## src/rtl/aes_block_assembler.sv

```systemverilog
// Packs NBYTES byte_valid pulses into one block (first byte in the MSBs); block_valid rises 1 clk after the last byte.
// Back-pressure: one holding register; a block completing while it is still held and not being taken is dropped and sets overflow.
module aes_block_assembler #(
    parameter int NBYTES = 16,
    parameter int CNT_W  = 4
) (
    input  logic                  clk,
    input  logic                  rst,
    input  logic [7:0]            byte_in,
    input  logic                  byte_valid,
    input  logic                  clear,
    output logic [8*NBYTES-1:0]   block_out,
    output logic                  block_valid,
    input  logic                  block_ready,
    output logic [CNT_W-1:0]      byte_count,
    output logic                  overflow
);

    localparam int ACC_W = (NBYTES - 1) * 8;
    localparam logic [CNT_W-1:0] LAST = CNT_W'(NBYTES - 1);

    typedef enum logic {EMPTY, FULL} state_t;

    state_t              state, state_nxt;
    logic [ACC_W-1:0]    acc, acc_nxt;
    logic [CNT_W-1:0]    cnt_nxt;
    logic [8*NBYTES-1:0] out_nxt;
    logic                ovf_nxt;
    logic                complete;

    // clear takes priority over a coincident byte, even a completing one
    assign complete    = byte_valid && !clear && (byte_count == LAST);
    assign block_valid = (state == FULL);

    always_ff @(posedge clk or negedge rst) begin
        if (!rst) begin
            state      <= EMPTY;
            acc        <= '0;
            byte_count <= '0;
            block_out  <= '0;
            overflow   <= 1'b0;
        end else begin
            state      <= state_nxt;
            acc        <= acc_nxt;
            byte_count <= cnt_nxt;
            block_out  <= out_nxt;
            overflow   <= ovf_nxt;
        end
    end

    always_comb begin
        state_nxt = state;
        acc_nxt   = acc;
        cnt_nxt   = byte_count;
        out_nxt   = block_out;
        ovf_nxt   = overflow;

        if (clear) begin
            acc_nxt = '0;
            cnt_nxt = '0;
            ovf_nxt = 1'b0;
        end else if (byte_valid) begin
            if (byte_count == LAST) begin
                // acc is left as-is; the next block overwrites it byte by byte
                cnt_nxt = '0;
            end else begin
                acc_nxt = (acc << 8) | ACC_W'(byte_in);
                cnt_nxt = byte_count + 1'b1;
            end
        end

        case (state)
            EMPTY: begin
                if (complete) begin
                    out_nxt   = {acc, byte_in};
                    state_nxt = FULL;
                end
            end
            FULL: begin
                if (complete) begin
                    if (block_ready) begin
                        out_nxt = {acc, byte_in};
                    end else begin
                        ovf_nxt = 1'b1;
                    end
                end else if (block_ready) begin
                    state_nxt = EMPTY;
                end
            end
            default: state_nxt = EMPTY;
        endcase
    end

endmodule

```

## config.mk

```make
export PLATFORM = sky130hd
export DESIGN_NAME = aes_block_assembler
export DESIGN_NICKNAME = d
export VERILOG_FILES = /design/src/rtl/aes_block_assembler.sv
export SDC_FILE = /design/constraint.sdc
export NUM_CORES = 1
export LEC_CHECK = 0
export CAP_MARGIN = 20
export CORE_ASPECT_RATIO = 0.6
export CORE_MARGIN = 2
export CORE_UTILIZATION = 48
export CTS_BUF_LIST = sky130_fd_sc_hd__clkbuf_16
export DETAILED_ROUTE_END_ITERATION = 8
export PLACE_DENSITY = 0.75
export SYNTH_ARGS = -nofsm -noshare
export SYNTH_HDL_FRONTEND = slang
export SYNTH_SLANG_ARGS = --single-unit
```

## constraint.sdc

```tcl
create_clock -name clk -period 1.65 [get_ports clk]
set_input_delay 0.165 -clock clk [delete_from_list [all_inputs] [get_ports clk]]
set_output_delay 0.165 -clock clk [all_outputs]
set_load 0.02 [all_outputs]
```

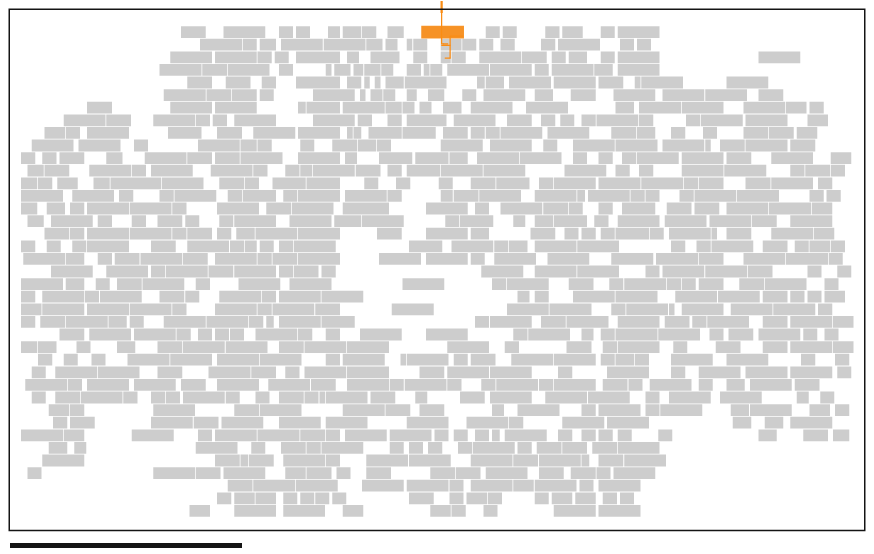
Figure 1: run 1, port wiring.
Scale bar: 50 um.
| port | color | bits | direction | edge | end cells | buffers | wire |
|---|---|---|---|---|---|---|---|
| block_valid | orange | 1 | output | top | 1 | 1 | 18.8 um |

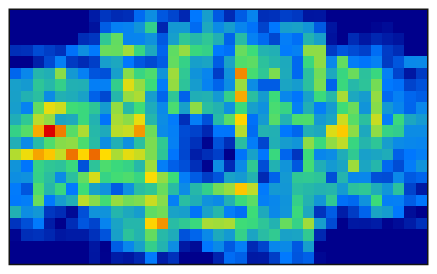
Figure 2: run 1, signal metal coverage by tile.
The die is cut into 37 by 22 equal tiles; dark blue is low, red is high, scaled to the fullest tile. Values are wire area over tile area, all layers added.
fullest tile: 0.58
nearly empty tiles: 12%
densest ninth of the die: left middle
DRT Wirelength: 22800 um
vias after detailed routing: 5640
aggregate global-route resource usage: 20.8%
Routed WL per cell: 22.3 um

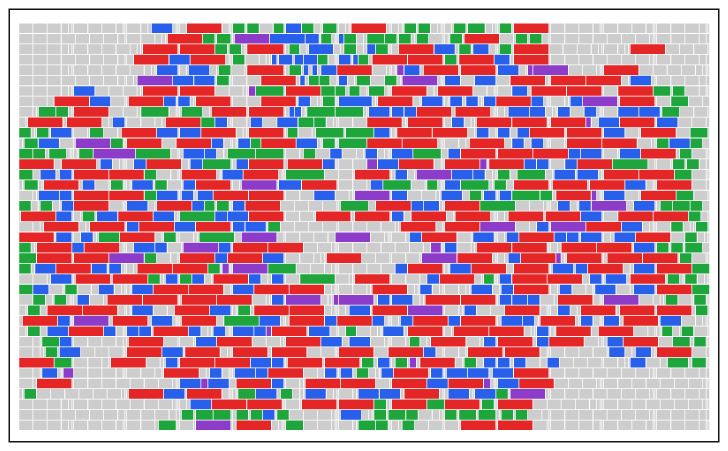
Figure 3: run 1, cell classes on the final placement.
Fill, decap, tap and diode cells in gray.
| class | color | cells | share of their area |
|---|---|---|---|
| registers | red | 254 | 52% |
| remaining buffers and delay cells | green | 193 | 17% |
| remaining logic cells | blue | 270 | 25% |
| clock drivers and dummy loads | purple | 42 | 6.0% |
Final Util: 66.3%
Std-Cell Rows: 39
core area: 19100 um^2
post-route cell area: 12700 um^2

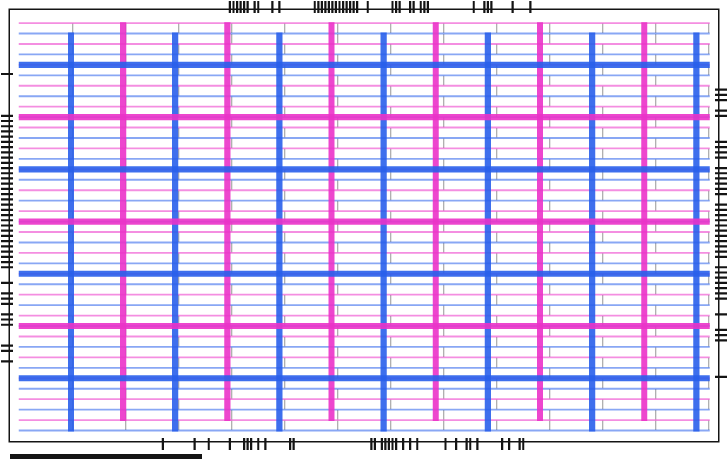
Figure 4: run 1, supply network.
Scale bar: 50 um. Pins as bars on the die edge. Tap cells in gray.
| net | color |
|---|---|
| VSS | blue |
| VDD | magenta |
met1 rails: 40
rows: 39

-- run 1: timing repair --
item / in CTS / in global routing
cloned: 0 / 9
endpoints found under the hold margin: 200 / 0
buffers inserted: 1 / 2
endpoints found under the setup margin: 232 / 189
gates resized: 144 / 91
hold buffers: 1 / 0
pin swaps: 0 / 2
-- run 1: final cells by class --
type                       instances  area [um^2]
timing repair buffer             193         2140
multi-input combinational        268         3080
clock buffer                      25          626
clock inverter                    17          110
fill                            1280         6430
sequential                       254         6360
inverter                           2         7.51
tap                              266          333
-- run 1: layer usage --
metal | vias to the layer above | GRT usage (%) | wire length [um]
met1 | 2952 | 32.5 | 10600
met5 | - | 0 | 0
li1 | 2458 | - | -
met4 | 0 | 3.73 | 370
met3 | 30 | 5.65 | 1760
met2 | 200 | 29.4 | 10000
-- run 1: through the flow --
| step | setup WS [ns] | total power [mW] | TNS, ns | instance area [um^2] |
|---|---|---|---|---|
| final | -0.171 | 12.0 | -16.14 | 12700 |
| after global placement | -0.296 | 6.82 | -35.55 | 11400 |
| after CTS | -0.158 | 12.0 | -14.21 | 12100 |
| after floorplan | -0.104 | 6.57 | -11.93 | 9450 |
| after global routing | -0.219 | 12.4 | -23.64 | 12700 |
| after detailed placement | -0.307 | 6.83 | -36.08 | 11400 |
-- run 1: report_power, final --
group / leakage (nW) / switching [mW] / internal (mW)
Clock: 0.363 / 2.35 / 2.90
Sequential: 3.53 / 0.0314 / 6.26
Combinational: 3.09 / 0.292 / 0.161
Total: 6.98 / 2.68 / 9.32
-- run 1: logic make-up after synthesis --
kind of cell / Yosys count
and+or+nand+nor: 12
muxes: 131
adders and majority gates: 1
AOI/OAI and AO/OA: 123
DFF: 254
xor gates and xnor gates: 1
buffers and inverters: 44
==> ci_impl_report.md, run 1 <==
## PnR job results

| Metric | Value |
|---|---|
| H-tree depth | `1` |
| Setup Skew | `0.00803 ns` |
| Cell with the largest stage delay on the worst path | `dfrtp_2` |
| Clock Latency Late Sink | `0.51 ns` |
| Proportion of synthesized chip area in sequential cells | `67.9%` |
| Number of flip-flops under the largest register name | `128` |
| Worst endpoint required time | `2.04 ns` |
| Total stage count of the critical path | `7` |
| 1st-pass router iterations | `4` |
| Post-synthesis async set-or-reset flop share | `100%` |
| DRC | `0` |
| Overall die height | `112 um` |
| Leading cell types by total area after synthesis | `dfrtp_1 68%, mux2_2 16%, a22o_1 11%` |
| Post-synthesis instance area | `9370 um^2` |
| Unrepaired setup endpoints after global routing | `yes` |
| Initial antenna violation count | `0` |
| Lkg Pwr | `6.98 nW` |
| Summed standard-cell area reported by yosys | `9370 um^2` |
| Final HPWL from detailed placement | `13600 um` |
| Worst-margin pin slew | `0.431 ns` |
| Buf+Inv Stages, Crit Path | `3` |
| Worst vdd ir | `0.690 mV` |
| Number of max-cap violations | `0` |
| Setup crit end | `block_out[113]` |
| Clock edge transition at the registers on the reported setup and hold paths | `0.07 ns` |
| Type of element capturing the critical path | `flip-flop` |
| Hold violation count in the final report | `0` |
| Post-route setup slack | `-0.171 ns` |
| Synthesized flop and latch total | `254` |
| Final global-route overflow total | `0` |
| Reg-to-reg slack, setup | `-0.17 ns` |
| Run status | `finished, violations left` |
| Number of port buffers | `146` |
| Synthesis-to-layout area growth | `35.1%` |
| Power density over the cells | `948 nW/um^2` |
| Final count of pins violating max slew | `0` |
| Die ar. | `20700 um^2` |
| Horizontal die dimension | `184 um` |
| Maximum number of pins on one net before global-route repair | `72` |
| Share of layout cells above drive strength 1 | `28.9%` |
| Top-level I/O count | `147` |
| Failing checks | `setup timing` |
| Library cell with the largest summed area after synthesis | `dfrtp_1` |
| Post-Place Cells | `970` |
| Setup Viol. Count Final | `128` |
| Complex Gates by Area | `11.5%` |
| Commonest cells in the synthesized netlist | `254 x dfrtp_1, 129 x mux2_2, 120 x a22o_1, 20 x buf_6, 11 x buf_2` |
==> run 2, diff against run 1 <==
--- a/config.mk
+++ b/config.mk
@@ -9,7 +9,6 @@
 export CORE_ASPECT_RATIO = 0.6
 export CORE_MARGIN = 2
 export CORE_UTILIZATION = 48
-export CTS_BUF_LIST = sky130_fd_sc_hd__clkbuf_16
 export DETAILED_ROUTE_END_ITERATION = 8
 export PLACE_DENSITY = 0.75
 export SYNTH_ARGS = -nofsm -noshare
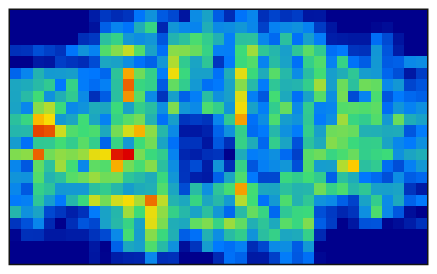
Figure 5: run 2, signal metal coverage by tile.
The die is cut into 37 by 22 equal tiles; dark blue is low, red is high, scaled to the fullest tile. Values are wire area over tile area, all layers added.
mean over tiles: 0.17
fullest tile: 0.56
emptiest ninth of the die: bottom right
densest ninth of the die: left middle
DRT Wirelength: 22400 um
aggregate global-route resource usage: 21.1%
Routed WL per cell: 22.0 um
vias after detailed routing: 5679

==> ci_impl_report.md, run 2 <==
## PnR job results

| Metric | Value |
|---|---|
| Met2 usage in global routing | `30.2% (+0.80 points)` |
| Post-route cell area | `12600 um^2 (-0.69%)` |
| Summed standard-cell area reported by yosys | `9370 um^2 (unchanged)` |
| Post-route setup slack | `-0.146 ns (+0.0250 ns)` |
| WL met1 | `10500 um (-1.0%)` |
| Post-synthesis instance area | `9370 um^2 (unchanged)` |
| Share of layout cells above drive strength 1 | `29.0% (+0.19 points)` |
| Overall die height | `112 um (unchanged)` |
| Hold violation count in the final report | `0 (unchanged)` |
| Final global-route overflow total | `0 (unchanged)` |
| Setup repair bufs after CTS | `1 (unchanged)` |
| # hold bufs at CTS | `1 (unchanged)` |
| Setup Viol. Count Final | `128 (unchanged)` |
| Run status | `finished, violations left` |
| Number of max-cap violations | `0 (unchanged)` |
| Failing checks | `setup timing` |
| Final count of pins violating max slew | `0 (unchanged)` |
| 1st-pass router iterations | `4 (unchanged)` |
| DP Worst Slack | `-0.307 ns (unchanged)` |
| Horizontal die dimension | `184 um (unchanged)` |
| Number of instances resized during post-cts repair | `171 (+19%)` |
| Type of element capturing the critical path | `flip-flop` |
| Reg-to-reg slack, setup | `-0.15 ns (+0.03 ns)` |
| Setup Skew | `0.0126 ns (+0.00460 ns)` |
| Initial antenna violation count | `0 (unchanged)` |
| Core area | `19100 um^2 (unchanged)` |
| Clock Latency Late Sink | `0.51 ns (about the same)` |
| Synthesized flop and latch total | `254 (unchanged)` |
| Highest routed metal layer | `met4` |
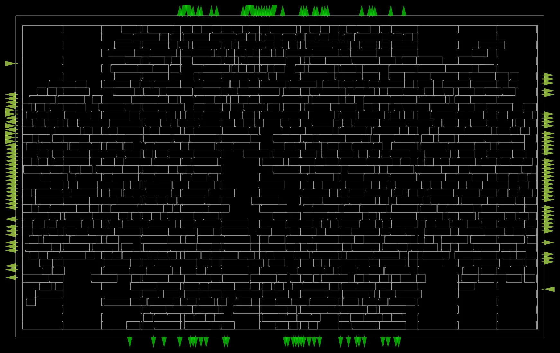
Figure 6: run 2, placed standard cells.
flop share of the area: 50.6%
Fill cells: 1307
non-filler instance count after layout: 1020

[run 2: how the worst max path moves through the flow]
| stage | startpoint | end | slack [ns] | depth (start not counted) |
|---|---|---|---|---|
| 2_1_floorplan | byte_count[0] | block_out[0] | -0.10 | 6 |
| 3_3_place_gp | byte_valid | block_out[30] | -0.30 | 6 |
| 3_5_place_dp | byte_valid | block_out[38] | -0.31 | 6 |
| 4_1_cts | byte_count[0] | block_out[38] | -0.16 | 6 |
| 5_1_grt | byte_count[0] | block_out[44] | -0.22 | 6 |
| 6_report | byte_count[0] | block_out[13] | -0.15 | 6 |
[run 2: final cells by class]
class | instances | area, um^2 | share of cell area [%]
clock inverters | 11 | 87.6 | 0.697
flip-flops and latches | 254 | 6360 | 50.6
clock buffers | 31 | 698 | 5.56
multi-input cells | 268 | 3070 | 24.4
inverters | 2 | 7.51 | 0.0598
repair buffers | 188 | 2010 | 16.0
well taps | 266 | 333 | 2.65
[run 2: stage by stage]
step	power, mW	utilization [%]
finish	12.2	65.8
global route	12.6	65.8
CTS	12.3	64.3
detailed placement	6.83	59.5
global placement	6.82	59.5
floorplan	6.57	-
[run 2: cells by family after synthesis]
family,count (synthesis)
DFF,254
adders and majority gates,1
xor gates and xnor gates,1
buffers and inverters,44
muxes,131
AOI/OAI and AO/OA,123
and+or+nand+nor,12
[run 2: power by group]
part	leakage, nW	total [mW]	internal, mW	switching, mW
sequential	3.53	6.29	6.26	0.0308
clock	0.387	5.49	3.14	2.35
combinational	2.99	0.449	0.158	0.291
[run 2: worst max-delay path, stage by stage (launching register included)]
cell,delay [ns]
dfrtp_2,0.39
ha_4,0.15
nand3_4,0.07
nor4b_4,0.30
buf_6,0.21
buf_12,0.18
mux2_2,0.36
==> run 3, diff against run 2 <==
--- a/config.mk
+++ b/config.mk
@@ -5,6 +5,7 @@
 export SDC_FILE = /design/constraint.sdc
 export NUM_CORES = 1
 export LEC_CHECK = 0
+export ABC_CLOCK_PERIOD_IN_PS = 1650
 export CAP_MARGIN = 20
 export CORE_ASPECT_RATIO = 0.6
 export CORE_MARGIN = 2
==> ci_impl_report.md, run 3 <==
## PnR job results

| Metric | Value |
|---|---|
| Final Util | `65.8% (unchanged)` |
| Final global-route overflow total | `0 (unchanged)` |
| Post-layout period usage | `109%` |
| Delay of the slowest cell on the worst path | `0.39 ns (about the same)` |
| Setup Viol. Count Final | `128 (unchanged)` |
| Vias after detailed routing | `5679 (unchanged)` |
| Buf+Inv Stages, Crit Path | `2 (unchanged)` |
| Share of layout cells above drive strength 1 | `29.0% (unchanged)` |
| Met2 usage in global routing | `30.2% (unchanged)` |
| Crit-path cells | `ha_4 > nand3_4 > nor4b_4 > buf_6 > buf_12 > mux2_2` |
| DP Worst Slack | `-0.307 ns (unchanged)` |
| Final count of pins violating max slew | `0 (unchanged)` |
| 1st-pass router iterations | `4 (unchanged)` |
| Core area | `19100 um^2 (unchanged)` |
| Worst-margin pin slew | `0.425 ns` |
| Synthesized flop and latch total | `254 (unchanged)` |
| WL met1 | `10500 um (unchanged)` |
| Run status | `finished, violations left` |
| Largest registers ranked by flip-flop count | `block_out x128, acc x120, byte_count x4` |
| Worst endpoint required time | `2.04 ns` |
| Total stage count of the critical path | `6 (unchanged)` |
| Number of max-cap violations | `0 (unchanged)` |
| Cell with the largest stage delay on the worst path | `dfrtp_2` |
| Highest routed metal layer | `met4` |
| Setup repair bufs after CTS | `1 (unchanged)` |
| Synth top cell by count | `dfrtp_1` |
| Reg-to-reg slack, setup | `-0.15 ns (about the same)` |
| Hold violation count in the final report | `0 (unchanged)` |
| Routed WL per cell | `22.0 um (unchanged)` |
| Fill cells | `1307 (unchanged)` |
| Post-route setup slack | `-0.146 ns (unchanged)` |
| # hold bufs at CTS | `1 (unchanged)` |
| Category of cells accounting for the largest share of critical-path delay | `flip-flops` |
| Type of element capturing the critical path | `flip-flop` |
| Number of instances resized during post-cts repair | `171 (unchanged)` |
| Initial antenna violation count | `0 (unchanged)` |
| DRT Wirelength | `22400 um (unchanged)` |
| Summed standard-cell area reported by yosys | `9370 um^2 (unchanged)` |
| Setup Skew | `0.0126 ns (unchanged)` |
| Post-synthesis instance area | `9370 um^2 (unchanged)` |
| Post-route cell area | `12600 um^2 (unchanged)` |
| Floorplan Utilization | `49.1%` |
| Failing checks | `setup timing` |
| Critical path origin | `byte_count[0]` |
## run 3: cell counts after synthesis
No cell type changed its count.
## run 3: cell type report
cell class	instances	area (um^2)	area share, %
Sequential cell	254	6360	50.6
Multi-Input combinational cell	268	3070	24.4
Timing Repair Buffer	188	2010	16.0
Clock buffer	31	698	5.56
Tap cell	266	333	2.65
Clock inverter	11	87.6	0.697
Inverter	2	7.51	0.0598
## run 3: metrics by stage
step	power, mW	instances	hold slack [ns]
after global placement	6.82	970	0.109
after detailed placement	6.83	970	0.117
after CTS	12.3	1014	0.178
final	12.2	1020	0.156
after floorplan	6.57	566	-0.131
after global routing	12.6	1020	0.209
## run 3: report_power, final
| part | leakage (nW) | switching (mW) | internal, mW |
|---|---|---|---|
| clock | 0.387 | 2.35 | 3.14 |
| sequential | 3.53 | 0.0308 | 6.26 |
| combinational | 2.99 | 0.291 | 0.158 |
## run 3: logic make-up (layout without fill, tap and decap cells)
group | Yosys count | in the layout | share of synthesized area, %
adder cells (fa/ha/maj) | 1 | 1 | 0.134
AND-OR/OR-AND | 123 | 123 | 11.5
AND/OR/NAND/NOR | 12 | 12 | 0.882
multiplexers | 131 | 131 | 15.7
flip-flops | 254 | 254 | 67.9
XOR/XNOR | 1 | 1 | 0.0935
buffers and inverters | 44 | 232 | 3.83
## run 3: worst min path at each step
stage,endpoint,from,slack (ns),cells past startpoint
2_1_floorplan,acc[0],rst,-0.13,0
6_report,block_out[64],rst,0.16,2
3_5_place_dp,block_out[64],rst,0.12,1
4_1_cts,block_out[64],rst,0.18,2
3_3_place_gp,block_out[64],rst,0.11,1
5_1_grt,acc[76],rst,0.21,2
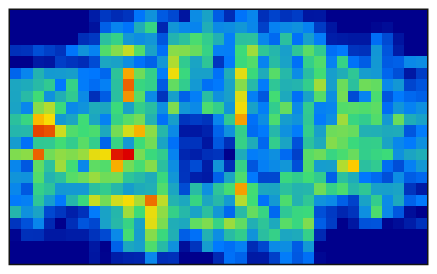
Figure 7: run 3, signal metal coverage by tile.
The die is cut into 37 by 22 equal tiles; dark blue is low, red is high, scaled to the fullest tile. Values are wire area over tile area, all layers added.
densest ninth of the die: left middle
nearly empty tiles: 12%
emptiest ninth of the die: bottom right

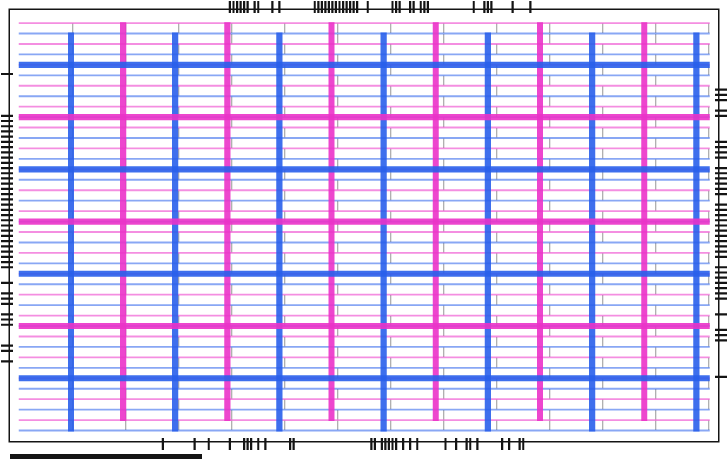
Figure 8: run 3, supply network.
Scale bar: 50 um. Pins as bars on the die edge. Tap cells in gray.
| net | color |
|---|---|
| VSS | blue |
| VDD | magenta |
met4 straps: 13
signal pins: 147
tap cells: 266
met5 straps: 7
horizontal die dimension: 184 um
worst vdd ir: 0.688 mV

Power and IR drop assume default switching activity.
